===== config.mk =====
export PLATFORM = sky130hd
export DESIGN_NAME = regfile_write_arbiter
export DESIGN_NICKNAME = d
export VERILOG_FILES = /design/src/rtl/regfile_write_arbiter.sv
export SDC_FILE = /design/constraint.sdc
export NUM_CORES = 1
export LEC_CHECK = 0
export ABC_AREA = 1
export CORE_MARGIN = 1
export CORE_UTILIZATION = 43
export CTS_BUF_LIST = sky130_fd_sc_hd__clkbuf_2 sky130_fd_sc_hd__clkbuf_4 sky130_fd_sc_hd__clkbuf_8
export DETAILED_ROUTE_END_ITERATION = 10
export GPL_ROUTABILITY_DRIVEN = 0
export PLACE_DENSITY = 0.92
export SLEW_MARGIN = 15
export SYNTH_ARGS = -nofsm -noshare
export SYNTH_HDL_FRONTEND = slang
export SYNTH_SLANG_ARGS = --single-unit

===== constraint.sdc =====
create_clock -name clk -period 2.8 [get_ports clk]
set_clock_uncertainty 0.05 [all_clocks]
set_input_delay 0.56 -clock clk [delete_from_list [all_inputs] [get_ports clk]]
set_output_delay 0.56 -clock clk [all_outputs]
set_load 0.005 [all_outputs]

===== src/rtl/regfile_write_arbiter.sv =====
// ---------------------------------------------------------------------------
// regfile_write_arbiter
//
// Purpose:
//   Arbitrates two write requesters (r0 = main datapath, r1 = multi-cycle
//   unit) onto the single register-file write port.  A one-entry holding
//   register sits between the requesters and the register file.  A request
//   accepted at edge N is written on rf_we during the cycle after N.  If the
//   register file is free, the entry drains and a new request refills it in
//   the same cycle, so throughput is one write per cycle.
//   Requests to register 0 are accepted and dropped.
//
// Configuration macro:
//   RR_ARB_EN - when defined, contention is resolved round-robin.  When it is
//               undefined, r0 always wins contention and there is no
//               grant-history register.
//
// Ports:
//   clk                 in   single clock, rising edge
//   reset               in   synchronous, active-high
//   r0_valid / r1_valid in   write request
//   r0_ready / r1_ready out  request accepted this cycle (valid && ready)
//   r0_addr  / r1_addr  in   [4:0]  destination register
//   r0_data  / r1_data  in   [31:0] write data
//   rf_stall            in   register-file write port busy this cycle
//   rf_we               out  register-file write enable
//   rf_waddr            out  [4:0]  register-file write address
//   rf_wdata            out  [31:0] register-file write data
//   pend_mask           out  [31:0] one-hot mask of the held, unwritten reg
//   wr_count            out  [15:0] committed writes, saturating
// ---------------------------------------------------------------------------
module regfile_write_arbiter (
  input  logic        clk,
  input  logic        reset,
  input  logic        r0_valid,
  output logic        r0_ready,
  input  logic [4:0]  r0_addr,
  input  logic [31:0] r0_data,
  input  logic        r1_valid,
  output logic        r1_ready,
  input  logic [4:0]  r1_addr,
  input  logic [31:0] r1_data,
  input  logic        rf_stall,
  output logic        rf_we,
  output logic [4:0]  rf_waddr,
  output logic [31:0] rf_wdata,
  output logic [31:0] pend_mask,
  output logic [15:0] wr_count
);

  typedef enum logic {
    EMPTY = 1'b0,
    FULL  = 1'b1
  } hold_state_t;

  hold_state_t r_state;
  logic [4:0]  r_hold_addr;
  logic [31:0] r_hold_data;
  logic [15:0] r_wr_count;

  logic        w_hold_valid;
  logic        w_slot_free;
  logic        w_grant0;
  logic        w_grant1;
  logic        w_load;
  logic [4:0]  w_load_addr;
  logic [31:0] w_load_data;
  logic        w_rf_we;

  assign w_hold_valid = (r_state == FULL);

  // The slot can take a new request when it is empty, or when its current
  // occupant is being written this cycle.
  assign w_slot_free = !w_hold_valid || !rf_stall;

`ifdef RR_ARB_EN
  // Holds the requester favoured on the next contention.  This is the
  // requester that was NOT granted most recently.  The reset value 0
  // favours r0.
  logic r_last_grant;

  assign w_grant0 = !reset && w_slot_free && r0_valid && (!r1_valid || !r_last_grant);
  assign w_grant1 = !reset && w_slot_free && r1_valid && (!r0_valid ||  r_last_grant);

  always_ff @(posedge clk) begin
    if (reset) begin
      r_last_grant <= 1'b0;
    end else if (w_grant0) begin
      r_last_grant <= 1'b1;
    end else if (w_grant1) begin
      r_last_grant <= 1'b0;
    end
  end
`else
  assign w_grant0 = !reset && w_slot_free && r0_valid;
  assign w_grant1 = !reset && w_slot_free && r1_valid && !r0_valid;
`endif

  // A request to register 0 is granted, but the entry is not loaded with it.
  assign w_load      = (w_grant0 && (r0_addr != 5'd0)) ||
                       (w_grant1 && (r1_addr != 5'd0));
  assign w_load_addr = w_grant0 ? r0_addr : r1_addr;
  assign w_load_data = w_grant0 ? r0_data : r1_data;

  // Gating with reset drops an entry that is held when reset is applied, so
  // that entry is never written.
  assign w_rf_we = w_hold_valid && !rf_stall && !reset;

  always_ff @(posedge clk) begin
    if (reset) begin
      r_state     <= EMPTY;
      r_hold_addr <= 5'd0;
      r_hold_data <= 32'd0;
      r_wr_count  <= 16'd0;
    end else begin
      if (w_rf_we && (r_wr_count != 16'hFFFF)) begin
        r_wr_count <= r_wr_count + 16'd1;
      end
      // A load takes priority over a drain.  This gives back-to-back refill
      // of the slot that is being written this cycle.
      if (w_load) begin
        r_state     <= FULL;
        r_hold_addr <= w_load_addr;
        r_hold_data <= w_load_data;
      end else if (w_rf_we) begin
        r_state <= EMPTY;
      end
    end
  end

  assign r0_ready  = w_grant0;
  assign r1_ready  = w_grant1;
  assign rf_we     = w_rf_we;
  assign rf_waddr  = r_hold_addr;
  assign rf_wdata  = r_hold_data;
  assign pend_mask = w_hold_valid ? (32'd1 << r_hold_addr) : 32'd0;
  assign wr_count  = r_wr_count;

endmodule


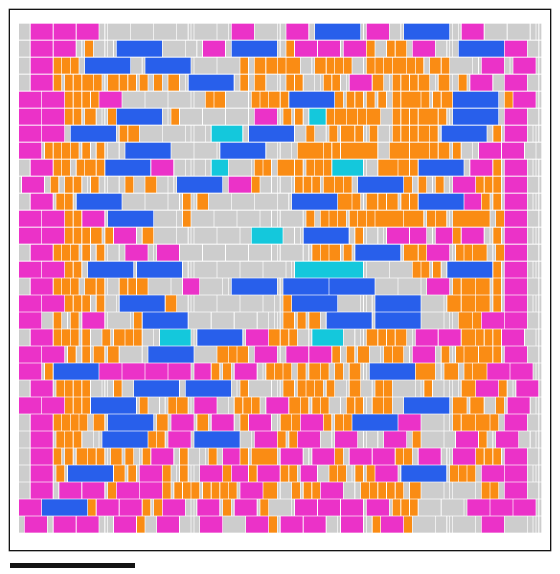
*Placed cells, one colour a class, run 1*
Scale bar: 20 um. Fill, decap, tap and diode cells in grey.
Key: cyan = clock drivers and dummy loads [cells 8]; orange = combinational and other logic [cells 420]; blue = flops [cells 54]; magenta = other buffers and delay cells [cells 174]
Rows: 30
cell area after layout: 0.00484 mm2

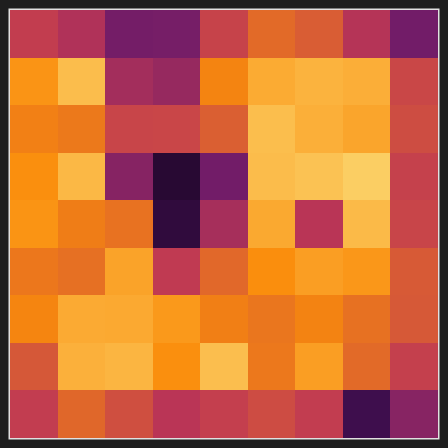
*Placement density heat map, run 1*
9 x 9 tiles, from black (low) to pale yellow (high), 0 to 100% covered.
The fullest tile reaches 89%. The mean over all tiles is 63%. 35% of the tiles are over 75% full.
Final Core Density: 70.8%
Initial Util: 44.9%
Core Footprint: 0.00683 mm2

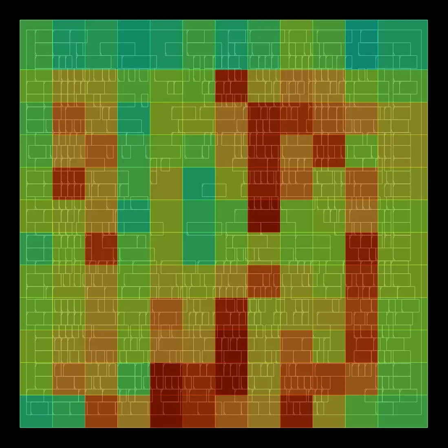
*Congestion heat map, run 1*
gr busiest metal: met2
wire length per cell: 12.4 um

==> impl_metrics.ini, run 1 <==
; synthesis and place-and-route metrics
[synthesis]
synth_nets = 582
xor_share_pct = 1.71
synthAoiAreaFrac_pct = 8.98
syn-cell-area_mm2 = 0.00307

[pwr]
swShare_pct = 26.5

[drt]
drtIter0Drc = 178

[cells_and_area]
stdcell_count = 752
syn2layout_area_growth_pct = 57.8
n_antenna_cell = 0
lay_top_cells = nand2_1, clkdlybuf4s50_1, nor2_1

[timing]
rsz0062_at_grt = no
hold_viol_final = 0
layout_min_cycle_time_ns = 2.52

[placement]
dp_cells = 744
placed_area_mm2 = 0.00472

[die]
die_x_um = 86.4
io-pin-count = 167
die-area_mm2 = 0.00747

[worst_setup_path]
arrival_ns = 1.91
r2r_cells = 8
startpoint_type = input pin
ff2ff_setup_slack_ns = 1.11

[min_path]
holdPathEnd = rf_wdata[3]

[status]
status = finished clean

[global_route]
grt_overflow = 0
grt_use_met2_pct = 49.1

[job]
warnings = 26

[clock_network]
clk_path_buf_depth = 2
### Where the registers sit, run 1

Scale bar: 20 um. Other sequential cells in the stronger grey, the rest of the logic in the fainter grey.
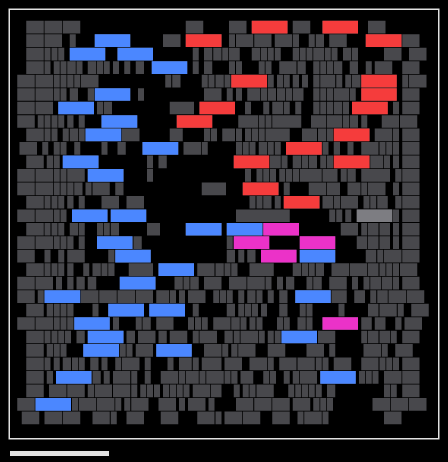

==> inputs of run 2 (changes only) <==
CORE_UTILIZATION = 42   (was 43)
PLACE_DENSITY = 0.9   (was 0.92)
SETUP_SLACK_MARGIN = 0.4   (was default)
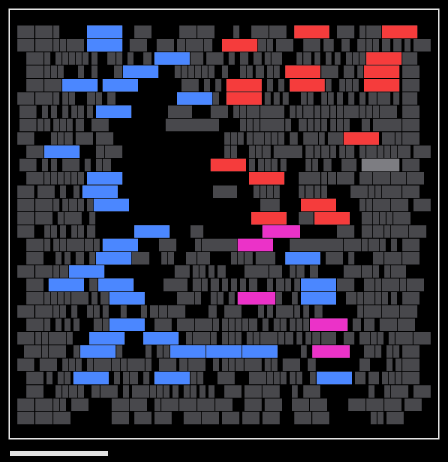
*Where the registers sit, run 2*
Scale bar: 20 um. Other sequential cells in the stronger grey, the rest of the logic in the fainter grey.
Key: magenta = rf_waddr [sequential cells 5]; red = wr_count [sequential cells 16]; blue = rf_wdata [sequential cells 32]
Final Core Density: 71.1%
FF/Latch Area: 0.00109 mm2

==> impl_metrics.ini, run 2 <==
; synthesis and place-and-route metrics
[synthesis]
xor_share_pct = 1.71
fa_ha_area_share_pct = 0.408
syn-cell-area_mm2 = 0.00307
synthDistinctLibCells = 26
synth_nets = 582

[worst_setup_path]
arrival_ns = 1.72
r2r_cells = 9
ff2ff_setup_slack_ns = 1.01

[global_route]
grt_use_met2_pct = 43.3
gr-usage-met1_pct = 27.1
busiest_layer = met2
grt_overflow = 0

[timing]
rsz0062_at_grt = no
layout_min_cycle_time_ns = 2.33
hold_viol_final = 0

[placement]
placed_area_mm2 = 0.00474
dp_cells = 745

[cells_and_area]
logic_area_mm2 = 0.00173
syn2layout_area_growth_pct = 60.2
n_antenna_cell = 0
lay_top_cells = nand2_1, clkdlybuf4s50_1, nor2_1
final_cell_area_mm2 = 0.00491

[drt]
wl_per_cell_um = 12.3
drtIter0Drc = 180

[clock_network]
htree_levels = 2

[pwr]
swShare_pct = 25.4

[die]
die_x_um = 87.4
die-area_mm2 = 0.00764
rows = 30
core-area_mm2 = 0.00691
io-pin-count = 167

[status]
status = finished clean

[min_path]
holdPathEnd = rf_wdata[3]
### Placement density heat map, run 2

9 x 9 tiles, from black (low) to pale yellow (high), 0 to 100% covered.
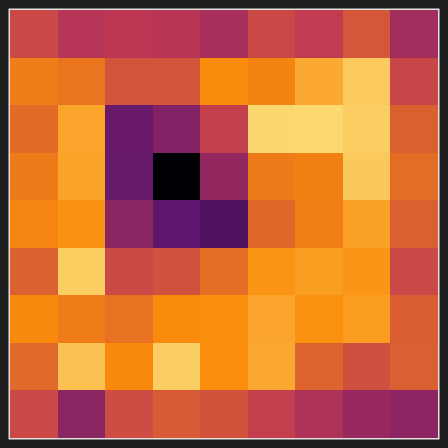

==> inputs of run 3 (changes only) <==
CORE_UTILIZATION = 36   (was 42)
PLACE_DENSITY = 0.82   (was 0.9)
clock period = 2.1 ns   (was 2.8 ns; I/O delays follow)
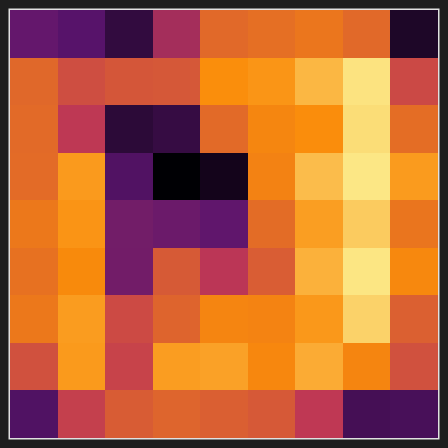
*Placement density heat map, run 3*
9 x 9 tiles, from black (low) to pale yellow (high), 0 to 100% covered.
1.2% of the tiles are nearly empty. 27% of the tiles are over 75% full. The densest ninth of the die: east. The mean over all tiles is 60%. The fullest tile reaches 95%.
Initial Util: 37.3%
Core Footprint: 0.00822 mm2

==> impl_metrics.ini, run 3 <==
; synthesis and place-and-route metrics
[cells_and_area]
final_core_util_pct = 66.2
syn2layout_area_growth_pct = 77.5
lay_top_cells = nand2_1, clkdlybuf4s50_1, nor2_1
flop_area_mm2 = 0.00115
logic_area_mm2 = 0.00186
n_antenna_cell = 0
final_cell_area_mm2 = 0.00544

[placement]
dp_cells = 762
placed_area_mm2 = 0.00485

[pwr]
p_int_w = 0.00179
swShare_pct = 28.9

[timing]
hold_viol_final = 0
fmax_mhz = 525
layout_min_cycle_time_ns = 1.90
rsz0062_at_grt = yes

[die]
die_x_um = 94.3
rows = 33
io-pin-count = 167
die-area_mm2 = 0.00889

[global_route]
grt_start_max_net_pins = 45
busiest_layer = met2
gr-usage-met1_pct = 23.6
grt_use_met2_pct = 45.9
grt_overflow = 0

[clock_network]
htree_levels = 2

[synthesis]
synth_nets = 582
fa_ha_area_share_pct = 0.408
xor_share_pct = 1.71
synth_flops = 54

[worst_setup_path]
ff2ff_setup_slack_ns = 0.48
arrival_ns = 1.43
r2r_cells = 10

[drt]
met2WireLength_mm = 5.76
wl_per_cell_um = 13.3

[min_path]
holdPathEnd = rf_wdata[25]

[status]
status = finished clean
